$ cat config.mk
export PLATFORM = sky130hd
export DESIGN_NAME = stage_pipe_reg
export DESIGN_NICKNAME = d
export VERILOG_FILES = /design/src/rtl/stage_pipe_reg.sv
export SDC_FILE = /design/constraint.sdc
export NUM_CORES = 1
export LEC_CHECK = 0
export ABC_AREA = 1
export CAP_MARGIN = 0
export CORE_AREA = 2 2 231 233
export CTS_CLUSTER_SIZE = 8
export DETAILED_ROUTE_END_ITERATION = 8
export DIE_AREA = 0 0 233 235
export REMOVE_ABC_BUFFERS = 1
export SKIP_CTS_REPAIR_TIMING = 1
export SYNTH_ARGS = -nofsm -noshare
export SYNTH_HDL_FRONTEND = slang
export SYNTH_SLANG_ARGS = --single-unit
$ cat constraint.sdc
create_clock -name clk -period 0.9 [get_ports clk]
set_input_delay 0.18 -clock clk [delete_from_list [all_inputs] [get_ports clk]]
set_output_delay 0.18 -clock clk [all_outputs]
set_load 0.1 [all_outputs]
$ cat src/rtl/stage_pipe_reg.sv
// stage_pipe_reg: parametrised inter-stage pipeline register carrying the
// writeback, HI/LO and memory payload plus multi-cycle carry state.
//
// Ports:
//   clk, rst (async, active-low)   clock and reset
//   stall[STALL_W]                 global stall vector; this stage reads
//                                  S = stall[STAGE_IDX], D = stall[STAGE_IDX+1]
//   flush                          exception flush, kills stage contents
//   in_*                           upstream payload and valid bit
//   carry_i, cnt_i                 multi-cycle partial result / step from upstream
//   out_*                          registered payload and valid bit
//   carry_o, cnt_o                 carry / step fed back to upstream
//   stall_age                      saturating count of consecutive non-advance cycles
//   perf_bubble/hold/adv           cycle counters, live only with STAGE_PERF_CNT_EN;
//                                  tied to zero (no flops) when the macro is undefined
//
// Cycle classification, highest priority first:
//   flush   : payload -> bubble, carry/cnt/age cleared
//   bubble  : S & !D, payload -> bubble, carry/cnt captured, age++
//   advance : !S, payload <= inputs, carry/cnt/age cleared
//   hold    : S & D, payload kept, carry/cnt captured, age++

module stage_pipe_reg #(
    parameter int unsigned DW        = 32,
    parameter int unsigned AW        = 5,
    parameter int unsigned OPW       = 8,
    parameter int unsigned STALL_W   = 6,
    parameter int unsigned STAGE_IDX = 3,
    parameter int unsigned CARRY_W   = 64,
    parameter int unsigned CNT_W     = 2,
    parameter logic [OPW-1:0] NOP_OP = '0,
    parameter int unsigned AGE_W     = 4
) (
    input  logic               clk,
    input  logic               rst,
    input  logic [STALL_W-1:0] stall,
    input  logic               flush,

    input  logic               in_valid,
    input  logic [AW-1:0]      in_wd,
    input  logic               in_wreg,
    input  logic [DW-1:0]      in_wdata,
    input  logic [DW-1:0]      in_hi,
    input  logic [DW-1:0]      in_lo,
    input  logic               in_whilo,
    input  logic [OPW-1:0]     in_aluop,
    input  logic [DW-1:0]      in_mem_addr,
    input  logic [DW-1:0]      in_reg2,
    input  logic [CARRY_W-1:0] carry_i,
    input  logic [CNT_W-1:0]   cnt_i,

    output logic               out_valid,
    output logic [AW-1:0]      out_wd,
    output logic               out_wreg,
    output logic [DW-1:0]      out_wdata,
    output logic [DW-1:0]      out_hi,
    output logic [DW-1:0]      out_lo,
    output logic               out_whilo,
    output logic [OPW-1:0]     out_aluop,
    output logic [DW-1:0]      out_mem_addr,
    output logic [DW-1:0]      out_reg2,
    output logic [CARRY_W-1:0] carry_o,
    output logic [CNT_W-1:0]   cnt_o,
    output logic [AGE_W-1:0]   stall_age,

    output logic [31:0]        perf_bubble,
    output logic [31:0]        perf_hold,
    output logic [31:0]        perf_adv
);

    localparam logic [AGE_W-1:0] AGE_MAX = '1;
    localparam logic [AGE_W-1:0] AGE_ONE = AGE_W'(1);

    typedef struct packed {
        logic [AW-1:0]  wd;
        logic           wreg;
        logic [DW-1:0]  wdata;
        logic [DW-1:0]  hi;
        logic [DW-1:0]  lo;
        logic           whilo;
        logic [OPW-1:0] aluop;
        logic [DW-1:0]  mem_addr;
        logic [DW-1:0]  reg2;
    } payload_t;

    // Bubble payload shared by reset, flush and bubble cycles.
    localparam payload_t PL_NOP = '{
        wd:       '0,
        wreg:     1'b0,
        wdata:    '0,
        hi:       '0,
        lo:       '0,
        whilo:    1'b0,
        aluop:    NOP_OP,
        mem_addr: '0,
        reg2:     '0
    };

    // ------------------------------------------------------------------
    // Cycle classification
    // ------------------------------------------------------------------
    logic s_stall;
    logic d_stall;
    logic do_flush;
    logic do_bubble;
    logic do_adv;
    logic do_hold;

    assign s_stall   = stall[STAGE_IDX];
    assign d_stall   = stall[STAGE_IDX+1];

    // The four flags are one-hot by construction.
    assign do_flush  = flush;
    assign do_bubble = !flush &&  s_stall && !d_stall;
    assign do_adv    = !flush && !s_stall;
    assign do_hold   = !flush &&  s_stall &&  d_stall;

    // ------------------------------------------------------------------
    // Next-state logic
    // ------------------------------------------------------------------
    payload_t               pl_q;
    payload_t               pl_d;
    payload_t               pl_in;
    logic                   valid_q;
    logic                   valid_d;
    logic [CARRY_W-1:0]     carry_q;
    logic [CARRY_W-1:0]     carry_d;
    logic [CNT_W-1:0]       cnt_q;
    logic [CNT_W-1:0]       cnt_d;
    logic [AGE_W-1:0]       age_q;
    logic [AGE_W-1:0]       age_d;
    logic [AGE_W-1:0]       age_inc;

    // An invalid slot must never raise a write enable downstream.
    always_comb begin
        pl_in          = '0;
        pl_in.wd       = in_wd;
        pl_in.wreg     = in_wreg & in_valid;
        pl_in.wdata    = in_wdata;
        pl_in.hi       = in_hi;
        pl_in.lo       = in_lo;
        pl_in.whilo    = in_whilo & in_valid;
        pl_in.aluop    = in_aluop;
        pl_in.mem_addr = in_mem_addr;
        pl_in.reg2     = in_reg2;
    end

    assign age_inc = (age_q == AGE_MAX) ? age_q : age_q + AGE_ONE;

    always_comb begin
        pl_d    = pl_q;
        valid_d = valid_q;
        carry_d = carry_q;
        cnt_d   = cnt_q;
        age_d   = age_q;
        unique case (1'b1)
            do_flush: begin
                pl_d    = PL_NOP;
                valid_d = 1'b0;
                carry_d = '0;
                cnt_d   = '0;
                age_d   = '0;
            end
            do_bubble: begin
                pl_d    = PL_NOP;
                valid_d = 1'b0;
                carry_d = carry_i;
                cnt_d   = cnt_i;
                age_d   = age_inc;
            end
            do_adv: begin
                pl_d    = pl_in;
                valid_d = in_valid;
                carry_d = '0;
                cnt_d   = '0;
                age_d   = '0;
            end
            do_hold: begin
                carry_d = carry_i;
                cnt_d   = cnt_i;
                age_d   = age_inc;
            end
            default: begin
                pl_d    = pl_q;
            end
        endcase
    end

    // ------------------------------------------------------------------
    // State registers
    // ------------------------------------------------------------------
    always_ff @(posedge clk or negedge rst) begin
        if (!rst) begin
            pl_q    <= PL_NOP;
            valid_q <= 1'b0;
            carry_q <= '0;
            cnt_q   <= '0;
            age_q   <= '0;
        end else begin
            pl_q    <= pl_d;
            valid_q <= valid_d;
            carry_q <= carry_d;
            cnt_q   <= cnt_d;
            age_q   <= age_d;
        end
    end

    assign out_valid    = valid_q;
    assign out_wd       = pl_q.wd;
    assign out_wreg     = pl_q.wreg;
    assign out_wdata    = pl_q.wdata;
    assign out_hi       = pl_q.hi;
    assign out_lo       = pl_q.lo;
    assign out_whilo    = pl_q.whilo;
    assign out_aluop    = pl_q.aluop;
    assign out_mem_addr = pl_q.mem_addr;
    assign out_reg2     = pl_q.reg2;
    assign carry_o      = carry_q;
    assign cnt_o        = cnt_q;
    assign stall_age    = age_q;

    // ------------------------------------------------------------------
    // Performance counters
    // ------------------------------------------------------------------
`ifdef STAGE_PERF_CNT_EN
    logic [31:0] perf_bubble_q;
    logic [31:0] perf_bubble_d;
    logic [31:0] perf_hold_q;
    logic [31:0] perf_hold_d;
    logic [31:0] perf_adv_q;
    logic [31:0] perf_adv_d;

    // Flush cycles are deliberately counted in none of the buckets.
    always_comb begin
        perf_bubble_d = perf_bubble_q;
        perf_hold_d   = perf_hold_q;
        perf_adv_d    = perf_adv_q;
        if (do_bubble) perf_bubble_d = perf_bubble_q + 32'd1;
        if (do_hold)   perf_hold_d   = perf_hold_q + 32'd1;
        if (do_adv)    perf_adv_d    = perf_adv_q + 32'd1;
    end

    always_ff @(posedge clk or negedge rst) begin
        if (!rst) begin
            perf_bubble_q <= '0;
            perf_hold_q   <= '0;
            perf_adv_q    <= '0;
        end else begin
            perf_bubble_q <= perf_bubble_d;
            perf_hold_q   <= perf_hold_d;
            perf_adv_q    <= perf_adv_d;
        end
    end

    assign perf_bubble = perf_bubble_q;
    assign perf_hold   = perf_hold_q;
    assign perf_adv    = perf_adv_q;
`else
    assign perf_bubble = '0;
    assign perf_hold   = '0;
    assign perf_adv    = '0;
`endif

endmodule
### Placement by cell class, run 1

The bar under the picture is 50 µm long.
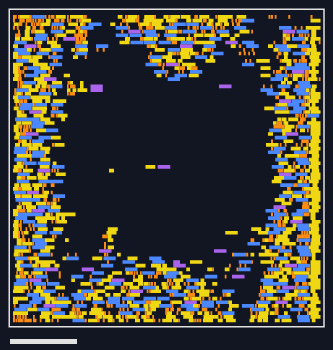
[orange] remaining logic cells | cells: 783
[purple] clock drivers and dummy loads | cells: 38
[blue] registers | cells: 246
[yellow] remaining buffers and delay cells | cells: 602

### Gate-type map, run 1

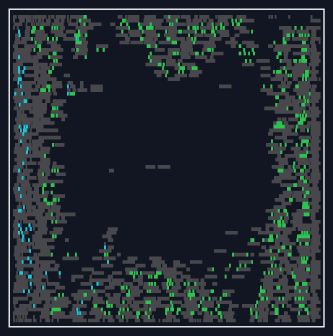
[cyan] inv cells | cells: 70 | most used: inv_1 | where: a vertical strip on the left
[green] nand cells | cells: 541 | most used: nand2_1 | where: all over the die

### Placement view, run 1

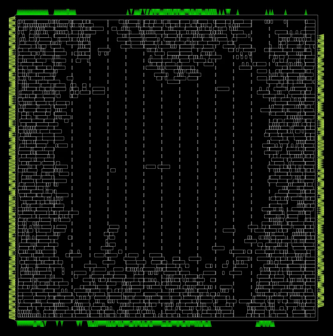
Finished Layout Cells: 2357
Seq/total area: 0.316
final core area utilization: 0.373
tap cells: 688
Fillers: 5096

==> results.txt, run 1 <==
run metrics: outcome=finished, violations left, failing checks=setup timing, # clk buffers=38, Sw Pwr=11.9 mW, final period utilization=1.53, register area=0.00616 mm², grt ovf=0, CP top delay family=flip-flops, multi-input gates=713, post-route worst setup slack=-0.476 ns, ys async rst share=1.00, Finished Cell Area=0.0195 mm², placed cell areas=0.0179 mm², peak supply drop=0.00147 V, Clock buffers and inverters, area share=0.0483, sequential fraction of the synthesis area=0.632, worst clock skew=0.00640 ns, top cells by area=dfrtp_1, nand2_1, buf_4, nor2_1, inv_1, initial drt markers=282, Adders+Majority by Area=0.00128, CP max stage cell=dfrtp_1, top layer in use=met5, CP endpoint=stall_age[0], Top logic family=simple AND/OR/NAND/NOR gates, max-slew violations=0, Clock Path Buffers=3, Largest register FFs=64, Min-Delay Path Depth=3, Synth Cell Area=0.00974 mm², CTS tree=built, Synth area leader=dfrtp_1, Critical Path Max Stage Delay=0.39 ns, setup violators final=250, Power per Cell Area=1750 mW/mm², Non-Clock Buffer Area Fraction=0.437, # IOs=593, M1 GR Usage=0.130
==> run 2: changes to the inputs <==
--- a/config.mk
+++ b/config.mk
@@ -5,12 +5,13 @@
 export SDC_FILE = /design/constraint.sdc
 export NUM_CORES = 1
 export LEC_CHECK = 0
-export ABC_AREA = 1
+export ABC_AREA = 0
 export CAP_MARGIN = 0
-export CORE_AREA = 2 2 231 233
+export CORE_AREA = 2 2 229 231
 export CTS_CLUSTER_SIZE = 8
 export DETAILED_ROUTE_END_ITERATION = 8
-export DIE_AREA = 0 0 233 235
+export DIE_AREA = 0 0 231 233
+export GPL_ROUTABILITY_DRIVEN = 0
 export REMOVE_ABC_BUFFERS = 1
 export SKIP_CTS_REPAIR_TIMING = 1
 export SYNTH_ARGS = -nofsm -noshare
==> results.txt, run 2 <==
run metrics: grt ovf=0 (unchanged), Adders+Majority by Area=0.00135 (was 0.00128), peak supply drop=0.00134 V (was 0.00147 V), CTS tree=built (unchanged), Clock buffers and inverters, area share=0.0483 (about the same), CP endpoint=stall_age[0] (unchanged), post-route worst setup slack=-0.515 ns (was -0.476 ns), Non-Clock Buffer Area Fraction=0.459 (was 0.437), multi-input gates=355 (was 713), setup violators final=250 (unchanged), failing checks=setup timing (unchanged), tap cells=680 (was 688), Top logic family=AND-OR/OR-AND gates (was simple AND/OR/NAND/NOR gates), sequential fraction of the synthesis area=0.663 (was 0.632), register area=0.00617 mm² (was 0.00616 mm²), Synth Cell Area=0.00928 mm² (was 0.00974 mm²), Clock Path Buffers=3 (unchanged), placed cell areas=0.0174 mm² (was 0.0179 mm²), ys async rst share=1.00 (unchanged), initial drt markers=307 (was 282), Sw Pwr=11.8 mW (was 11.9 mW), final period utilization=1.57 (was 1.53), CP top delay family=flip-flops (unchanged), CP max stage cell=dfrtp_1 (unchanged), Finished Cell Area=0.0193 mm² (was 0.0195 mm²), Power per Cell Area=1770 mW/mm² (was 1750 mW/mm²), outcome=finished, violations left (unchanged)
### Placement view, run 2

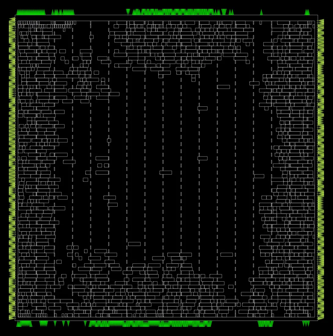
Fillers: 4799
core area: 0.0511 mm²
Seq/total area: 0.319
final core area utilization: 0.378
flop count: 246

### Routed clock nets over the placement, run 2

The bar under the picture is 50 µm long.
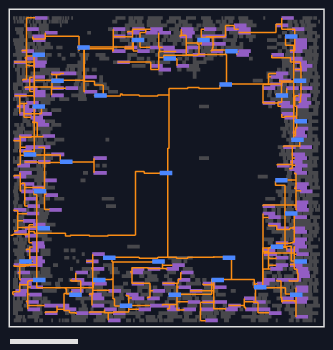
[orange] clock wires | length: 3770 µm
[purple] flip-flops | count: 246
[blue] clock-net drivers | count: 36
routed clock nets: 37
flops lie: all over the die

### Met2 routing, run 2

Cells faint in the background.
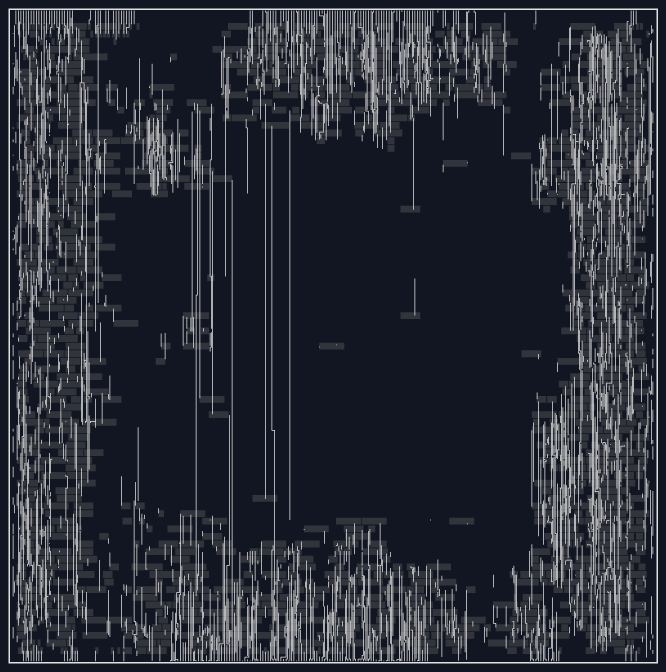
share of all routed wire: 49%
nets with wire on the layer: 1425
wire length on this layer: 17200 µm

No activity file was given, so power comes from the tool's default toggle rates.
